[src/rtl/alu_defs.sv]
// Shared ALU constants: datapath and register-index widths, the default
// status register used for overflowing results, and the result-buffer entry
// layout.
package alu_defs;

  localparam int unsigned DATA_W  = 32;
  localparam int unsigned REG_W   = 5;
  localparam int unsigned ENTRY_W = DATA_W + REG_W + 1;

  localparam logic [REG_W-1:0] RSTATUS_REG_DEF = 5'd30;

  typedef struct packed {
    logic [DATA_W-1:0] result;
    logic [REG_W-1:0]  rd;
    logic              ovf;
  } rb_entry_t;

  // 8-bit increment that sticks at all-ones.
  function automatic logic [7:0] sat_inc8(input logic [7:0] v);
    return (v == 8'hFF) ? v : v + 8'd1;
  endfunction

endpackage

[src/rtl/result_entry.sv]
// One result-buffer slot: a {result, rd, ovf} register with write enable.
// Ports:
//   clock   - rising-edge clock
//   reset_n - asynchronous active-low clear
//   we      - load d on the next rising edge
//   d       - entry to store
//   q       - stored entry
module result_entry
  import alu_defs::*;
(
  input  logic               clock,
  input  logic               reset_n,
  input  logic               we,
  input  logic [ENTRY_W-1:0] d,
  output logic [ENTRY_W-1:0] q
);

  always_ff @(posedge clock or negedge reset_n) begin
    if (!reset_n) begin
      q <= '0;
    end else if (we) begin
      q <= d;
    end
  end

endmodule

[src/rtl/alu_result_buf.sv]
// Two-entry in-order result buffer between the execute-stage ALU/shifter and
// the memory stage. Results that overflowed are redirected to the status
// register and counted in a saturating overflow counter.
// Ports:
//   clock, reset_n                     - clock, asynchronous active-low reset
//   in_valid/in_ready                  - upstream handshake
//   in_result, in_rd, in_ovf           - incoming result, dest reg, overflow
//   flush                              - drop buffered and incoming results
//   out_valid/out_ready                - downstream handshake
//   out_result, out_rd, out_ovf        - head entry fields
//   ovf_count                          - saturating count of accepted overflows
module alu_result_buf
  import alu_defs::*;
#(
  parameter int unsigned      DEPTH       = 2,
  parameter logic [REG_W-1:0] RSTATUS_REG = RSTATUS_REG_DEF
) (
  input  logic              clock,
  input  logic              reset_n,
  input  logic              in_valid,
  output logic              in_ready,
  input  logic [DATA_W-1:0] in_result,
  input  logic [REG_W-1:0]  in_rd,
  input  logic              in_ovf,
  input  logic              flush,
  output logic              out_valid,
  input  logic              out_ready,
  output logic [DATA_W-1:0] out_result,
  output logic [REG_W-1:0]  out_rd,
  output logic              out_ovf,
  output logic [7:0]        ovf_count
);

  localparam logic [1:0] FULL = 2'(DEPTH);

  logic [1:0] count_q, count_d;
  logic       wr_ptr_q, wr_ptr_d;
  logic       rd_ptr_q, rd_ptr_d;
  logic [7:0] ovf_count_q, ovf_count_d;

  logic       push, pop;
  rb_entry_t  wdata;
  rb_entry_t  head;
  rb_entry_t  slot_q [2];
  logic [1:0] slot_we;

  // Handshake outputs depend on state only, never on in_valid/out_ready.
  assign in_ready  = (count_q != FULL);
  assign out_valid = (count_q != 2'd0);

  assign push = in_valid && in_ready && !flush;
  assign pop  = out_valid && out_ready && !flush;

  always_comb begin
    wdata.result = in_result;
    wdata.rd     = in_ovf ? RSTATUS_REG : in_rd;
    wdata.ovf    = in_ovf;
  end

  for (genvar i = 0; i < 2; i++) begin : g_slot
    assign slot_we[i] = push && (wr_ptr_q == 1'(i));

    result_entry u_entry (
      .clock   (clock),
      .reset_n (reset_n),
      .we      (slot_we[i]),
      .d       (wdata),
      .q       (slot_q[i])
    );
  end

  // Outputs come straight from the head slot; no bypass from the inputs.
  assign head       = slot_q[rd_ptr_q];
  assign out_result = head.result;
  assign out_rd     = head.rd;
  assign out_ovf    = head.ovf;
  assign ovf_count  = ovf_count_q;

  always_comb begin
    count_d     = count_q;
    wr_ptr_d    = wr_ptr_q;
    rd_ptr_d    = rd_ptr_q;
    ovf_count_d = ovf_count_q;

    if (flush) begin
      count_d  = 2'd0;
      wr_ptr_d = 1'b0;
      rd_ptr_d = 1'b0;
    end else begin
      if (push) begin
        wr_ptr_d = ~wr_ptr_q;
      end
      if (pop) begin
        rd_ptr_d = ~rd_ptr_q;
      end
      unique case ({push, pop})
        2'b10:   count_d = count_q + 2'd1;
        2'b01:   count_d = count_q - 2'd1;
        default: count_d = count_q;
      endcase
    end

    // The overflow counter survives flush; only accepted pushes count.
    if (push && in_ovf) begin
      ovf_count_d = sat_inc8(ovf_count_q);
    end
  end

  always_ff @(posedge clock or negedge reset_n) begin
    if (!reset_n) begin
      count_q     <= 2'd0;
      wr_ptr_q    <= 1'b0;
      rd_ptr_q    <= 1'b0;
      ovf_count_q <= 8'd0;
    end else begin
      count_q     <= count_d;
      wr_ptr_q    <= wr_ptr_d;
      rd_ptr_q    <= rd_ptr_d;
      ovf_count_q <= ovf_count_d;
    end
  end

endmodule
[config.mk]
export PLATFORM = sky130hd
export DESIGN_NAME = alu_result_buf
export DESIGN_NICKNAME = d
export VERILOG_FILES = /design/src/rtl/alu_defs.sv /design/src/rtl/result_entry.sv /design/src/rtl/alu_result_buf.sv
export SDC_FILE = /design/constraint.sdc
export NUM_CORES = 1
export LEC_CHECK = 0
export CAP_MARGIN = 25
export CORE_MARGIN = 2
export CORE_UTILIZATION = 54
export DETAILED_ROUTE_END_ITERATION = 6
export PLACE_DENSITY = 0.86
export SLEW_MARGIN = 25
export SYNTH_ARGS = -nofsm -noshare
export SYNTH_HDL_FRONTEND = slang
export SYNTH_SLANG_ARGS = --single-unit
[constraint.sdc]
create_clock -name clock -period 3.6 [get_ports clock]
set_input_delay 0.54 -clock clock [delete_from_list [all_inputs] [get_ports clock]]
set_output_delay 0.54 -clock clock [all_outputs]
set_load 0.03 [all_outputs]
Fig. 1: metal layers overlaid
Drawn at 4 px/um.
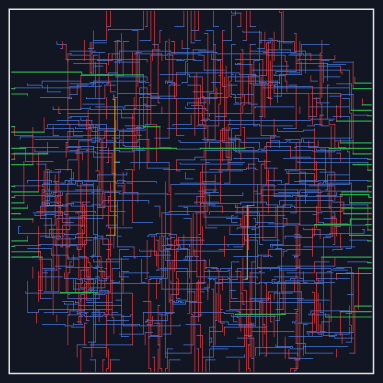
[metal 4] orange | wire length: 52.4 um
[metal 2] red | wire length: 3930 um
[metal 3] green | wire length: 331 um
[metal 1] blue | wire length: 3720 um
drt wl/cell: 16.8 um
total wire length: 8.04 mm
vias post-DR: 2544

Fig. 2: sequential cells grouped by signal name
Drawn at 3 px/um.
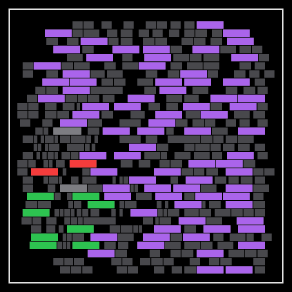
[count_q] red | placed flops: 2
[ovf_count] green | placed flops: 8 | where: lower left
[g_slot.u_entry.q] purple | placed flops: 76
Seq power: 1.43 mW
Flop area: 2200 sq um
fin util: 0.727
sequential share of cell area: 0.418

Fig. 3: logic cells by family
Drawn at 4 px/um.
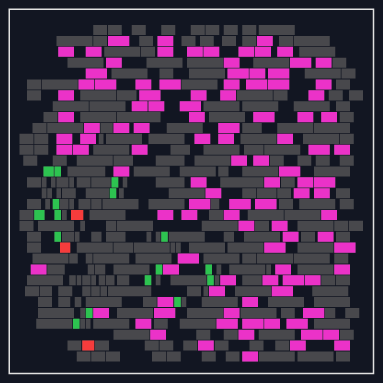
[mux cells] magenta | cells: 108 | where: widely spread
[and/or cells] red | cells: 3
[aoi and oai cells] green | cells: 16
most used logic cell in the final layout: clkdlybuf4s50_1
fin cells: 478
Comb area share: 0.329

## routing by layer
layer | vias to the layer above | global-route usage | share of wire
met2 | 68 | 0.332 | 0.49
met1 | 1283 | 0.288 | 0.46
met5 | - | 0 | 0
met3 | 6 | 0.0376 | 0.041
met4 | 0 | 0.0500 | 0.0065
li1 | 1187 | - | -
## worst max-delay path: cells and delay by family, from the launching register on
family / cells / cell delay, ns
buffers and inverters: 2 / 0.86
DFF: 1 / 0.68
muxes: 1 / 0.35
## path summary, 6_finish.rpt
kind                                                    startpoint                             endpoint  cells past startpoint
worst min-delay path                                       reset_n   g_slot[1].u_entry.q[7]$_DFFE_PN0P_                      1
worst max-delay path                          rd_ptr_q$_DFFE_PN0P_                            out_rd[0]                      3
worst min register to register  g_slot[1].u_entry.q[5]$_DFFE_PN0P_   g_slot[1].u_entry.q[5]$_DFFE_PN0P_                      2
min in group clock              g_slot[1].u_entry.q[5]$_DFFE_PN0P_   g_slot[1].u_entry.q[5]$_DFFE_PN0P_                      2
worst max register to register              count_q[1]$_DFFE_PN0P_  g_slot[1].u_entry.q[16]$_DFFE_PN0P_                      5
max in group asynchronous                                  reset_n  g_slot[1].u_entry.q[34]$_DFFE_PN0P_                      2
## sequential cells by signal, indices dropped and copies added (netlist names)
name and flops:
g_slot.u_entry.q 76, wr_ptr_q 1, rd_ptr_q 1, ovf_count 8, count_q 2
## through the flow
stage          cell area [sq um]  hold WS (ns)  instances
3_3_place_gp                5040         0.455        463
2_1_floorplan               4060         0.244        282
4_1_cts                     5270         0.120        478
3_5_place_dp                5040         0.468        463
5_1_grt                     5270         0.134        478
6_report                    5270         0.113        478
## synth_stat cells (2+ instances only)
| master | count |
|---|---|
| xnor2_1 | 2 |
| xor2_1 | 3 |
| inv_1 | 3 |
| nor2_1 | 15 |
| nand2_1 | 9 |
| nand4_1 | 3 |
| nand3_1 | 5 |
| clkbuf_1 | 2 |
| nand2b_1 | 2 |
| and4_1 | 2 |
| mux2_2 | 76 |
| buf_2 | 3 |
| o21a_1 | 2 |
| dfrtp_1 | 88 |
| a21oi_1 | 7 |
| mux2_1 | 2 |
| o21ai_0 | 7 |
| buf_6 | 7 |
| mux2_4 | 30 |
## power by group through the flow
stage | combinational [mW] | sequential (mW) | clock, mW
after floorplan | 0.760 | 1.44 | 0
after global placement | 1.17 | 1.43 | 0
after detailed placement | 1.19 | 1.45 | 0
after CTS | 1.20 | 1.43 | 0.806
after global routing | 1.26 | 1.47 | 0.848
final | 1.19 | 1.43 | 0.795
## final cells by class
cell class,instances,area (sq um)
Clock buffer,10,128
Clock inverter,5,106
Fill cell,498,1980
Inverter,4,15.0
Multi-Input combinational cell,177,1730
Sequential cell,88,2200
Tap cell,99,124
Timing Repair Buffer,95,961
## cell families (layout without fill, tap and decap cells)
| family | after synthesis | in the layout | synth area share |
|---|---|---|---|
| fa+ha+maj | 1 | 1 | 0.00308 |
| buf+inv | 17 | 114 | 0.0305 |
| simple gates | 45 | 45 | 0.0610 |
| flops | 88 | 88 | 0.543 |
| xor+xnor | 5 | 5 | 0.0108 |
| mux | 108 | 108 | 0.327 |
| compound gates | 18 | 18 | 0.0247 |
==> impl_metrics.toml <==
# physical design summary
[synth]
ys_warn_count = 0
edf_count = 0
ys_area_sq_um = 4060
ys_async_sr_fraction = 1.00
synth_top_area_share = 0.543
yosys.stat.seqShare = 0.543

[sta]
period_used_share = 0.771
finalMaxSlewViolations = 0
slew_headroom = 0.579
hold_viol_final = 0
skew_ns = 0.00778
setup_slack_ns = 0.826
setup_viol = 0
rsz0062_at_grt = "no"

[run]
cap_violations = 0

[route]
drtIter0Drc = 112
drc_errors = 0
ant_nets = 0

[clock_network]
cts_tree = "built"
post_cts_resized = 0
htree_num_levels = 3

[layout]
mostFrequentLayoutCells = "89 x clkdlybuf4s50_1, 87 x dfrtp_1, 76 x mux2_2, 30 x mux2_4, 15 x nor2_1"

[outcome]
status = "complete, no violations"

[worst_setup_path]
crit_slowest_cell = "dfrtp_2"
cp.arrival_ns = 2.23
start_kind = "flop"
r2r_slack_ns = 1.56

[floorplanning]
die_h_um = 90.7
core-area_sq_um = 7250
fp.dieW_um = 90.7

[power_and_ir_drop]
p_leak_nw = 2.27
p_int_mw = 2.36
peakVddDrop_mv = 0.328
p_comb_frac = 0.349
power_mw = 3.42
pwr-share-seq = 0.419
p_clk_frac = 0.233

[global_routing]
grt_first_pass_wirelength_mm = 13.6
antenna_found_initial = 0
grt_pass1_vias = 2664

[placement]
gp_congestion = 0.835
Power figures rest on the tool's default switching activity, not on a simulated workload.
